File: src/rtl/bus_share_arbiter_pkg.sv
// Shared constants for the bus share arbiter: FSM state encodings, default
// widths and the clog2 helper used to size index and counter fields.
package bus_share_arbiter_pkg;

    localparam int unsigned DEF_N        = 4;
    localparam int unsigned DEF_W        = 8;
    localparam int unsigned DEF_MAX_HOLD = 16;

    localparam logic [0:0] ST_IDLE = 1'b0;
    localparam logic [0:0] ST_BUSY = 1'b1;

    function automatic int unsigned clog2(input int unsigned value);
        int unsigned result;
        result = 0;
        while ((32'd1 << result) < value) begin
            result = result + 1;
        end
        return result;
    endfunction

    // Index fields never shrink below one bit, even for degenerate sizes.
    function automatic int unsigned idx_w(input int unsigned n);
        return (n > 1) ? clog2(n) : 1;
    endfunction

endpackage

File: src/rtl/bus_share_arbiter_rr_pick.sv
// Combinational round-robin first-one finder: returns the first set request
// at or above rr_ptr_i, wrapping at N.
module bus_share_arbiter_rr_pick
    import bus_share_arbiter_pkg::*;
#(
    parameter int unsigned N  = DEF_N,
    parameter int unsigned IW = idx_w(N)
) (
    input  logic [N-1:0]  req_i,
    input  logic [IW-1:0] rr_ptr_i,
    output logic [IW-1:0] pick_o,
    output logic          any_o
);

    int unsigned idx;

    always_comb begin
        pick_o = '0;
        any_o  = 1'b0;
        idx    = 0;
        for (int unsigned i = 0; i < N; i++) begin
            idx = (32'(rr_ptr_i) + i) % N;
            if (!any_o && req_i[idx]) begin
                any_o  = 1'b1;
                pick_o = IW'(idx);
            end
        end
    end

endmodule

File: src/rtl/bus_share_arbiter.sv
// Round-robin sharing of one W-bit bus among N requesters with multi-beat holds.
// Define BUS_SHARE_ARB_TIMEOUT_EN to force release after MAX_HOLD busy cycles.
module bus_share_arbiter
    import bus_share_arbiter_pkg::*;
#(
    parameter int unsigned N        = DEF_N,
    parameter int unsigned W        = DEF_W,
    parameter int unsigned MAX_HOLD = DEF_MAX_HOLD
) (
    input  logic                  clk,
    input  logic                  reset_n,
    input  logic [N-1:0]          req,
    input  logic [N-1:0]          last,
    input  logic [N*W-1:0]        data_in,
    output logic [N-1:0]          grant,
    output logic [W-1:0]          bus_data,
    output logic                  bus_valid,
    output logic [idx_w(N)-1:0]   owner,
    output logic                  timeout
);

    localparam int unsigned OW = idx_w(N);
    localparam logic [N-1:0] GRANT_LSB = {{(N-1){1'b0}}, 1'b1};

    if (N < 2 || N > 8 || MAX_HOLD < 2) begin : g_bad_params
        $error("bus_share_arbiter: N must be 2..8 and MAX_HOLD at least 2");
    end

    logic [0:0]    state_q, state_d;
    logic [N-1:0]  grant_q, grant_d;
    logic [W-1:0]  bus_data_q, bus_data_d;
    logic          bus_valid_q, bus_valid_d;
    logic [OW-1:0] owner_q, owner_d;
    logic [OW-1:0] rr_ptr_q, rr_ptr_d;

    logic [OW-1:0] pick;
    logic          pick_any;
    logic [W-1:0]  owner_data;
    logic          owner_req;
    logic          owner_last;
    logic [OW-1:0] next_ptr;

`ifdef BUS_SHARE_ARB_TIMEOUT_EN
    localparam int unsigned HW = clog2(MAX_HOLD);
    localparam logic [HW-1:0] HOLD_LAST = HW'(MAX_HOLD - 1);

    logic [HW-1:0] hold_q, hold_d;
    logic          timeout_q, timeout_d;
`endif

    bus_share_arbiter_rr_pick #(
        .N  (N),
        .IW (OW)
    ) u_rr_pick (
        .req_i    (req),
        .rr_ptr_i (rr_ptr_q),
        .pick_o   (pick),
        .any_o    (pick_any)
    );

    always_comb begin
        owner_data = data_in[32'(owner_q) * W +: W];
        owner_req  = req[owner_q];
        owner_last = last[owner_q];
        next_ptr   = (owner_q == OW'(N - 1)) ? '0 : owner_q + 1'b1;
    end

    always_comb begin
        state_d     = state_q;
        grant_d     = grant_q;
        bus_data_d  = bus_data_q;
        bus_valid_d = 1'b0;
        owner_d     = owner_q;
        rr_ptr_d    = rr_ptr_q;
`ifdef BUS_SHARE_ARB_TIMEOUT_EN
        hold_d      = hold_q;
        timeout_d   = 1'b0;
`endif
        case (state_q)
            ST_IDLE: begin
                if (pick_any) begin
                    grant_d = GRANT_LSB << pick;
                    owner_d = pick;
                    state_d = ST_BUSY;
`ifdef BUS_SHARE_ARB_TIMEOUT_EN
                    hold_d  = '0;
`endif
                end
            end
            ST_BUSY: begin
                // A dropped request releases without capturing a beat.
                if (!owner_req) begin
                    state_d  = ST_IDLE;
                    grant_d  = '0;
                    rr_ptr_d = next_ptr;
                end
`ifdef BUS_SHARE_ARB_TIMEOUT_EN
                else if (hold_q == HOLD_LAST) begin
                    state_d   = ST_IDLE;
                    grant_d   = '0;
                    rr_ptr_d  = next_ptr;
                    timeout_d = 1'b1;
                end
`endif
                else begin
                    bus_data_d  = owner_data;
                    bus_valid_d = 1'b1;
`ifdef BUS_SHARE_ARB_TIMEOUT_EN
                    hold_d      = hold_q + 1'b1;
`endif
                    if (owner_last) begin
                        state_d  = ST_IDLE;
                        grant_d  = '0;
                        rr_ptr_d = next_ptr;
                    end
                end
            end
            default: begin
                state_d = ST_IDLE;
                grant_d = '0;
            end
        endcase
    end

    always_ff @(posedge clk or negedge reset_n) begin
        if (!reset_n) begin
            state_q     <= ST_IDLE;
            grant_q     <= '0;
            bus_data_q  <= '0;
            bus_valid_q <= 1'b0;
            owner_q     <= '0;
            rr_ptr_q    <= '0;
        end else begin
            state_q     <= state_d;
            grant_q     <= grant_d;
            bus_data_q  <= bus_data_d;
            bus_valid_q <= bus_valid_d;
            owner_q     <= owner_d;
            rr_ptr_q    <= rr_ptr_d;
        end
    end

`ifdef BUS_SHARE_ARB_TIMEOUT_EN
    always_ff @(posedge clk or negedge reset_n) begin
        if (!reset_n) begin
            hold_q    <= '0;
            timeout_q <= 1'b0;
        end else begin
            hold_q    <= hold_d;
            timeout_q <= timeout_d;
        end
    end

    assign timeout = timeout_q;
`else
    assign timeout = 1'b0;
`endif

    assign grant     = grant_q;
    assign bus_data  = bus_data_q;
    assign bus_valid = bus_valid_q;
    assign owner     = owner_q;

endmodule
File: config.mk
export PLATFORM = sky130hd
export DESIGN_NAME = bus_share_arbiter
export DESIGN_NICKNAME = d
export VERILOG_FILES = /design/src/rtl/bus_share_arbiter_pkg.sv /design/src/rtl/bus_share_arbiter_rr_pick.sv /design/src/rtl/bus_share_arbiter.sv
export SDC_FILE = /design/constraint.sdc
export NUM_CORES = 1
export LEC_CHECK = 0
export ABC_AREA = 1
export CORE_MARGIN = 2
export CORE_UTILIZATION = 50
export DETAILED_ROUTE_END_ITERATION = 10
export DONT_BUFFER_PORTS = 1
export PLACE_DENSITY = 0.68
export SYNTH_ARGS = -nofsm -noshare
export SYNTH_HDL_FRONTEND = slang
export SYNTH_HIERARCHICAL = 1
export SYNTH_SLANG_ARGS = --single-unit
File: constraint.sdc
create_clock -name clk -period 4.62 [get_ports clk]
set_input_delay 0.924 -clock clk [delete_from_list [all_inputs] [get_ports clk]]
set_output_delay 0.924 -clock clk [all_outputs]
set_load 0.02 [all_outputs]
==> impl_metrics.py <==
# Synthesis and PnR figures
metrics = {
    "outcome": {
        "status": "finished, final reports clean",
    },
    "yosys": {
        "synth_top_area_share_pct": 32.9,
        "fp_nets": 246,
        "simple_gate_area_share_pct": 45.3,
        "synth.most_common_cell": "nand2_1",
        "edf_count": 0,
        "synth_flops": 18,
    },
    "global_routing": {
        "grt_pass1_vias": 1198,
        "grt_overflow": 0,
        "use_met3_pct": 4.38,
    },
    "sta": {
        "maxSlewViolCount": 0,
        "timing.fmax_mhz": 468,
        "worst_slack_ns": 2.48,
        "rsz0062_at_grt": "no",
    },
    "setup_path": {
        "cp.depth": 0,
        "startpoint": "owner[0]",
        "timing.rr.start": "rr_ptr_q[0]",
        "r2r_cells": 11,
    },
    "drt": {
        "drtAntennaViolNets": 0,
        "dr.max_layer_used": "met4",
    },
    "finish": {
        "logic_gate_count": 160,
        "flops": 18,
    },
    "die": {
        "die-area_um2": 3170,
        "io_pins": 58,
    },
    "power_and_ir_drop": {
        "intPower_uw": 477,
        "combinationalPower_uw": 618,
        "powerDensity_nw_per_um2": 799,
        "p_leak_uw": 0.000731,
    },
    "clock_network": {
        "htreeDepth": 1,
    },
    "placement": {
        "gp_congestion": 0.717,
    },
}
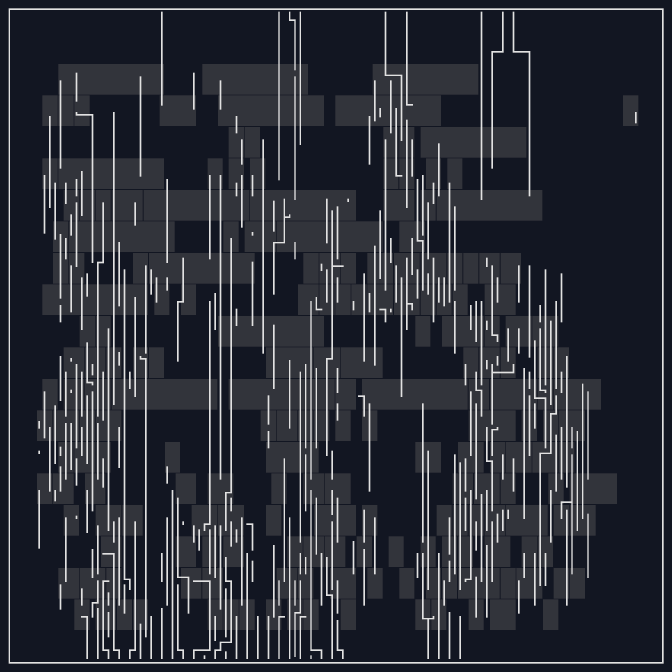
(signal wires on met2)
wire length on this layer: 1,580 µm
main direction: vertical
longest straight run: 26.7 µm
drt total wl: 2990 µm
met2 usage: 35.3%
Vias: 1,279

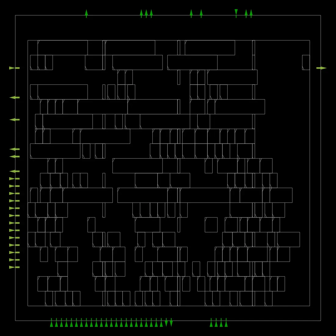
(placement view)
flop share of the area: 32.8%
Cell Rows: 18
core area: 2540 µm²
Fill cells: 250
Post-Route Utilization: 54.0%

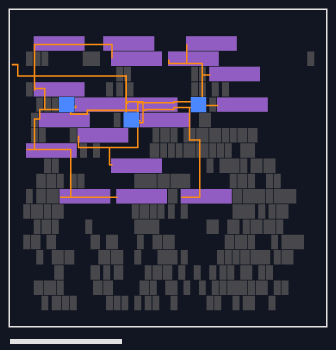
(clock distribution)
Bar = 20 µm.
[blue] clock drivers | count: 3
[orange] clock wires | length: 213 µm
[purple] flip-flops | count: 18
routed clock nets: 4
clk pwr: 75.2 µW
Final Skew: 0.00782 ns
clock share of power: 6.9%

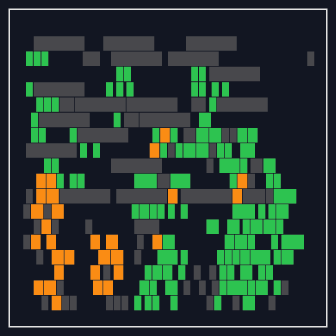
(logic cells by family)
| colour | family | cells |
|---|---|---|
| green | nand cells | 108 |
| orange | aoi and oai cells | 29 |
logic share of the area: 57.6%
Top cell excl fill/tap: nand2_1

Power is estimated from default activity; no workload was simulated.
